==> src/rtl/lpcm_tdm_scheduler.sv <==
`default_nettype none
// ============================================================================
// Module   : lpcm_tdm_scheduler
// Brief    : Frame-based TDM scheduler sharing one LPCM bus among NUM_CH
//            sample sources. Optional checks: define LPCM_TDM_SCHED_ASSERT_EN.
// Revision : 1.0 - initial release
// ============================================================================
module lpcm_tdm_scheduler #(
   parameter int NUM_CH   = 4,
   parameter int CH_W     = $clog2(NUM_CH),
   parameter int PERIOD_W = 16
) (
   input  logic                   clk,
   input  logic                   resetb,
   input  logic                   cfg_start,
   input  logic [PERIOD_W-1:0]    cfg_period,
   input  logic [NUM_CH-1:0]      cfg_ch_mask,
   input  logic [NUM_CH-1:0]      in_valid,
   input  logic [NUM_CH*32-1:0]   in_data,
   output logic [NUM_CH-1:0]      in_ready,
   output logic                   out_en,
   output logic [31:0]            out_data,
   output logic [CH_W-1:0]        out_ch,
   output logic                   frame_start,
   output logic                   busy,
   output logic [NUM_CH-1:0]      underrun,
   input  logic                   underrun_clr
);

   localparam logic [0:0]          c_IDLE   = 1'b0;
   localparam logic [0:0]          c_RUN    = 1'b1;
   localparam logic [PERIOD_W-1:0] c_NCH    = PERIOD_W'(NUM_CH);
   localparam logic [PERIOD_W-1:0] c_ONE    = PERIOD_W'(1);
   localparam logic [NUM_CH-1:0]   c_ONEHOT = NUM_CH'(1);

   logic [0:0]          r_state;
   logic [0:0]          w_state_nxt;
   logic [PERIOD_W-1:0] r_cnt;
   logic [PERIOD_W-1:0] w_cnt_nxt;
   logic [PERIOD_W-1:0] r_period_l;
   logic [PERIOD_W-1:0] w_period;
   logic [PERIOD_W-1:0] w_peff;
   logic [NUM_CH-1:0]   r_mask_l;
   logic [NUM_CH-1:0]   w_mask;
   logic [NUM_CH-1:0]   w_onehot;
   logic [NUM_CH-1:0]   w_ready;
   logic [CH_W-1:0]     w_idx;
   logic                w_run;
   logic                w_frame0;
   logic                w_slot;
   logic                w_wrap;
   logic                r_out_en;
   logic [31:0]         r_out_data;
   logic [CH_W-1:0]     r_out_ch;
   logic [NUM_CH-1:0]   r_underrun;
   logic [31:0]         w_ch_data [NUM_CH];

   assign w_run    = (r_state == c_RUN);
   assign w_frame0 = w_run && (r_cnt == '0);

   // On the first frame cycle the live config is used so it applies to the whole frame.
   assign w_period = w_frame0 ? cfg_period  : r_period_l;
   assign w_mask   = w_frame0 ? cfg_ch_mask : r_mask_l;
   assign w_peff   = (w_period < c_NCH) ? c_NCH : w_period;
   assign w_wrap   = (r_cnt == (w_peff - c_ONE));
   assign w_slot   = w_run && (r_cnt < c_NCH);
   assign w_idx    = r_cnt[CH_W-1:0];
   assign w_onehot = c_ONEHOT << w_idx;

   // State register
   always_ff @(posedge clk or negedge resetb) begin
      if (!resetb) begin
         r_state <= c_IDLE;
         r_cnt   <= '0;
      end else begin
         r_state <= w_state_nxt;
         r_cnt   <= w_cnt_nxt;
      end
   end

   // Next-state logic
   always_comb begin
      w_state_nxt = r_state;
      w_cnt_nxt   = '0;
      case (r_state)
         c_IDLE: begin
            if (cfg_start) w_state_nxt = c_RUN;
         end
         c_RUN: begin
            if (w_wrap) begin
               if (!cfg_start) w_state_nxt = c_IDLE;
            end else begin
               w_cnt_nxt = r_cnt + c_ONE;
            end
         end
         default: w_state_nxt = c_IDLE;
      endcase
   end

   // Output logic
   always_comb begin
      busy        = w_run;
      frame_start = w_frame0;
      w_ready     = w_slot ? (w_onehot & w_mask) : '0;
   end

   assign in_ready = w_ready;

   always_ff @(posedge clk or negedge resetb) begin
      if (!resetb) begin
         r_period_l <= '0;
         r_mask_l   <= '0;
      end else if (w_frame0) begin
         r_period_l <= cfg_period;
         r_mask_l   <= cfg_ch_mask;
      end
   end

   always_ff @(posedge clk or negedge resetb) begin
      if (!resetb) begin
         r_out_en   <= 1'b0;
         r_out_ch   <= '0;
         r_out_data <= '0;
      end else if (w_slot && w_mask[w_idx]) begin
         r_out_en   <= 1'b1;
         r_out_ch   <= w_idx;
         r_out_data <= in_valid[w_idx] ? w_ch_data[w_idx] : 32'h0;
      end else begin
         r_out_en   <= 1'b0;
         r_out_ch   <= '0;
         r_out_data <= '0;
      end
   end

   generate
      for (genvar gi = 0; gi < NUM_CH; gi++) begin : g_ch
         assign w_ch_data[gi] = in_data[32*gi +: 32];

         // A new underrun wins over a simultaneous clear so no event is lost.
         always_ff @(posedge clk or negedge resetb) begin
            if (!resetb) begin
               r_underrun[gi] <= 1'b0;
            end else if (w_ready[gi] && !in_valid[gi]) begin
               r_underrun[gi] <= 1'b1;
            end else if (underrun_clr) begin
               r_underrun[gi] <= 1'b0;
            end
         end
      end
   endgenerate

   assign out_en   = r_out_en;
   assign out_data = r_out_data;
   assign out_ch   = r_out_ch;
   assign underrun = r_underrun;

`ifdef LPCM_TDM_SCHED_ASSERT_EN
   a_no_x_data : assert property (@(posedge clk) disable iff (!resetb)
      out_en |-> ((^out_data) !== 1'bx));
   a_onehot_ready : assert property (@(posedge clk) disable iff (!resetb)
      $onehot0(in_ready));
   a_masked_out : assert property (@(posedge clk) disable iff (!resetb)
      out_en |-> r_mask_l[out_ch]);
   c_stop_mid_frame : cover property (@(posedge clk) disable iff (!resetb)
      busy && !frame_start && !cfg_start);

   generate
      for (genvar gc = 0; gc < NUM_CH; gc++) begin : g_cov
         c_underrun : cover property (@(posedge clk) disable iff (!resetb)
            in_ready[gc] && !in_valid[gc]);
      end
   endgenerate
`else
`endif

endmodule
`default_nettype wire

==> config.mk <==
export PLATFORM = sky130hd
export DESIGN_NAME = lpcm_tdm_scheduler
export DESIGN_NICKNAME = d
export VERILOG_FILES = /design/src/rtl/lpcm_tdm_scheduler.sv
export SDC_FILE = /design/constraint.sdc
export NUM_CORES = 1
export LEC_CHECK = 0
export CORE_MARGIN = 3
export CORE_UTILIZATION = 40
export CTS_CLUSTER_SIZE = 40
export DETAILED_ROUTE_END_ITERATION = 10
export PLACE_DENSITY = 0.74
export SLEW_MARGIN = 10
export SYNTH_ARGS = -nofsm -noshare
export SYNTH_HDL_FRONTEND = slang
export SYNTH_SLANG_ARGS = --single-unit
==> constraint.sdc <==
create_clock -name clk -period 4 [get_ports clk]
set_input_delay 0.6 -clock clk [delete_from_list [all_inputs] [get_ports clk]]
set_output_delay 0.6 -clock clk [all_outputs]
set_load 0.05 [all_outputs]
==> impl_results.html <==
<h3>Flow metrics</h3>
<table>
<tr><th>Metric</th><th>Value</th></tr>
<tr><th colspan="2">Power</th></tr>
<tr><td>Leakage power summed over all cells</td><td>3.46 nW</td></tr>
<tr><th colspan="2">Logic synthesis</th></tr>
<tr><td>Area of the mapped netlist</td><td>5150 um2</td></tr>
<tr><td>AND-OR/OR-AND share of the synthesized area</td><td>7.51%</td></tr>
<tr><td>Largest area contributor in the netlist</td><td>dfrtp_1</td></tr>
<tr><td>Dominant combinational cell family by area after synthesis</td><td>simple AND/OR/NAND/NOR gates</td></tr>
<tr><td>Share of flip-flops with an asynchronous set or reset</td><td>100%</td></tr>
<tr><td>Yosys top cell by instances</td><td>dfrtp_1</td></tr>
<tr><td>Synthesis-stage register bit count</td><td>76</td></tr>
<tr><td>Post-synthesis average cell area</td><td>9.99 um2</td></tr>
<tr><td>Yosys adder share</td><td>1.22%</td></tr>
<tr><td>Gate count of the mapped netlist</td><td>515</td></tr>
<tr><td>Yosys chip area</td><td>5150 um2</td></tr>
<tr><td>Fraction of the yosys area taken by sequential cells</td><td>37.0%</td></tr>
<tr><th colspan="2">Route</th></tr>
<tr><td>Tally of nets with antenna violations remaining after routing</td><td>0</td></tr>
<tr><td>Drt first pass iters</td><td>5</td></tr>
<tr><td>Amount of wire on met3 after detailed routing</td><td>1460 um</td></tr>
<tr><td>Uppermost layer routed</td><td>met4</td></tr>
<tr><td>Drt wl/cell</td><td>20.5 um</td></tr>
<tr><th colspan="2">Clock tree</th></tr>
<tr><td>Number of clock sinks</td><td>76</td></tr>
<tr><td>Post-CTS clock slew at the launch and capture registers of the worst setup and hold paths</td><td>0.06 ns</td></tr>
<tr><td>Buffer levels on the longest clock path</td><td>2</td></tr>
<tr><td>Clock latency on the worst-skew pair</td><td>0.34 ns</td></tr>
<tr><td>Setup fix buffers added after clock tree synthesis</td><td>0</td></tr>
<tr><td>Root buffer cell</td><td>clkbuf_16</td></tr>
<tr><th colspan="2">STA</th></tr>
<tr><td>Part of the cycle the worst path needs</td><td>97.6%</td></tr>
<tr><td>Final-report hold violation count</td><td>0</td></tr>
<tr><td>Final tally of setup violations</td><td>0</td></tr>
<tr><td>Largest clock skew in the final design</td><td>0.00955 ns</td></tr>
<tr><td>Worst rel slew slack</td><td>34.9%</td></tr>
<tr><td>Min Tclk post-route</td><td>3.90 ns</td></tr>
<tr><th colspan="2">Place</th></tr>
<tr><td>Placer congestion estimate</td><td>0.987</td></tr>
<tr><td>Placement-stage worst setup slack</td><td>-0.121 ns</td></tr>
<tr><th colspan="2">Setup path</th></tr>
<tr><td>Startpoint types</td><td>input pin</td></tr>
<tr><td>Worst Path Required</td><td>4.21 ns</td></tr>
<tr><td>Library cell appearing most often on the critical path</td><td>buf_4</td></tr>
<tr><td>Biggest fanout along the worst timing path</td><td>9</td></tr>
<tr><td>Worst Path Arrival</td><td>4.12 ns</td></tr>
<tr><td>Critical Path, Cell by Cell</td><td>clkdlybuf4s50_1 &gt; nor4_2 &gt; buf_4 &gt; nand4_1 &gt; mux2_4 &gt; nand2_1 &gt; ha_2 &gt; inv_2 &gt; a311oi_2 &gt; buf_4 &gt; nand4_1 &gt; a21oi_2 &gt; xnor2_2 &gt; o21ai_2 &gt; nor4_4 &gt; buf_4 &gt; buf_12 &gt; a31oi_1</td></tr>
<tr><td>Worst setup path end</td><td>busy</td></tr>
<tr><td>Capture instance of the worst register-to-register path</td><td>busy</td></tr>
<tr><td>Category of the critical setup timing path</td><td>input pin to flip-flop</td></tr>
<tr><th colspan="2">Run status</th></tr>
<tr><td>Run status</td><td>finished clean</td></tr>
<tr><th colspan="2">Hold path</th></tr>
<tr><td>Class of the worst hold path</td><td>input pin to asynchronous set/reset pin</td></tr>
<tr><th colspan="2">Cells and area</th></tr>
<tr><td>Layout overhead on the synthesized area</td><td>55.7%</td></tr>
<tr><td>Combinational gate area</td><td>3050 um2</td></tr>
<tr><th colspan="2">Floorplan</th></tr>
<tr><td>Die X-Extent</td><td>119 um</td></tr>
<tr><th colspan="2">Global routing</th></tr>
<tr><td>Number of global-route vias before repair</td><td>5282</td></tr>
<tr><td>Global-route wire length before repair</td><td>28400 um</td></tr>
<tr><td>Global router's overall resource usage</td><td>25.2%</td></tr>
</table>
[cell families (layout without fill, tap and decap cells)]
family,Yosys count,count (layout)
simple gates,235,235
flops,76,76
buf+inv,60,288
compound gates,57,57
mux,48,48
xor+xnor,34,34
fa+ha+maj,5,5
[metal layers]
layer / GRT usage, % / vias to the layer above
met3: 5.79 / 49
met1: 32.1 / 2578
met4: 7.52 / 0
met2: 42.9 / 285
met5: 0 / -
li1: - / 2332
[power breakdown]
part           internal, mW  switching (mW)  leakage (nW)
logic                 0.932            1.10          2.30
registers             0.927           0.186          1.00
clock network         0.567           0.318         0.154
[layout by cell type (no fill, tap or decap), types with 7 or more instances in the layout]
cell,count
mux4_2,34
xor2_1,12
nor2_1,18
dfrtp_1,74
a21oi_2,11
a21oi_1,12
buf_4,48
a31oi_1,7
nand4_1,9
and3_1,39
nand2_1,75
nor4_1,10
mux2i_1,10
xnor2_1,20
nor3_1,21
inv_1,19
clkbuf_16,10
nand3_1,24
clkdlybuf4s50_1,195
[registers in the layout, indices dropped and copies added (netlist names)]
name        cells
out_data       32
r_cnt          16
r_period_l     16
r_mask_l        4
underrun        4
out_ch          2
busy            1
out_en          1
[critical path: cells and delay by family]
family	cells	cell delay [ns]
buffers and inverters	6	1.15
and+or+nand+nor	5	0.93
AOI/OAI and AO/OA	4	0.72
muxes	1	0.32
adders and majority gates	1	0.22
xor gates and xnor gates	1	0.16
[through the flow]
step / instances / utilization, %
after floorplan: 515 / -
after global placement: 891 / 61.6
after detailed placement: 891 / 61.6
after CTS: 907 / 64.2
after global routing: 911 / 65.1
final: 911 / 65.1
[layout make-up]
cell class,instances,share of cell area (%)
Multi-Input combinational cell,379,38.0
Timing Repair Buffer,250,30.6
Sequential cell,76,23.8
Clock buffer,13,3.12
Tap cell,168,2.62
Inverter,22,1.03
Clock inverter,3,0.859
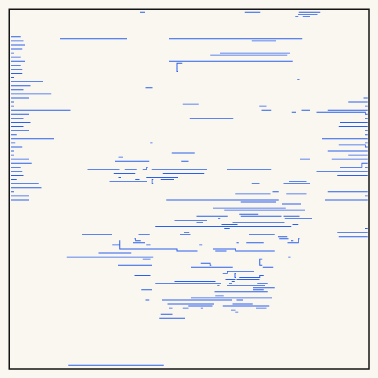
**Above:** signal wires on met3.
Drawn at 3 px/um.
wire length on this layer: 1460 um
longest straight run: 45.1 um
nets with wire on the layer: 151
share of all routed wire: 7.8%
vias post-DR: 5244
M3 GR Usage: 5.79%
drt total wl: 18700 um

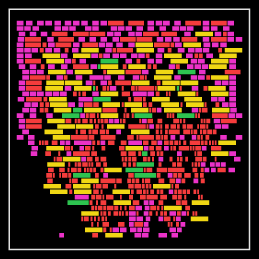
**Above:** cell classes on the final placement.
Drawn at 2 px/um.
| class | colour | cells |
|---|---|---|
| clock drivers and dummy loads | green | 16 |
| remaining logic cells | red | 401 |
| remaining buffers and delay cells | magenta | 250 |
| registers | yellow | 76 |
Core Region: 12300 um2
final instance area: 8010 um2

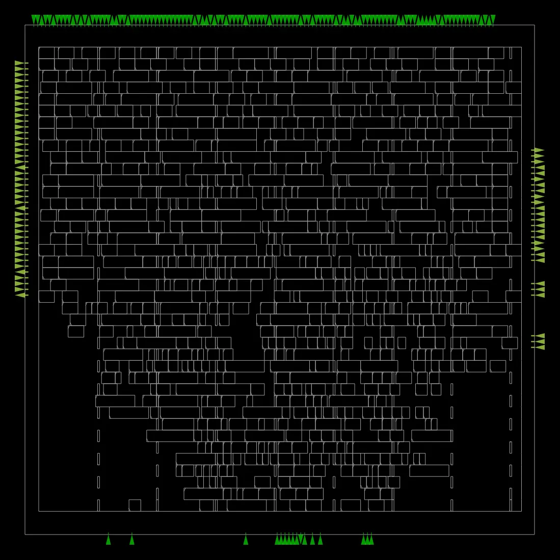
**Above:** cell outlines without signal wires.
n_taps: 168
fraction of area in registers: 23.8%
sequential cell count: 76
Layout fillers: 971

No activity file was given, so power comes from the tool's default toggle rates.
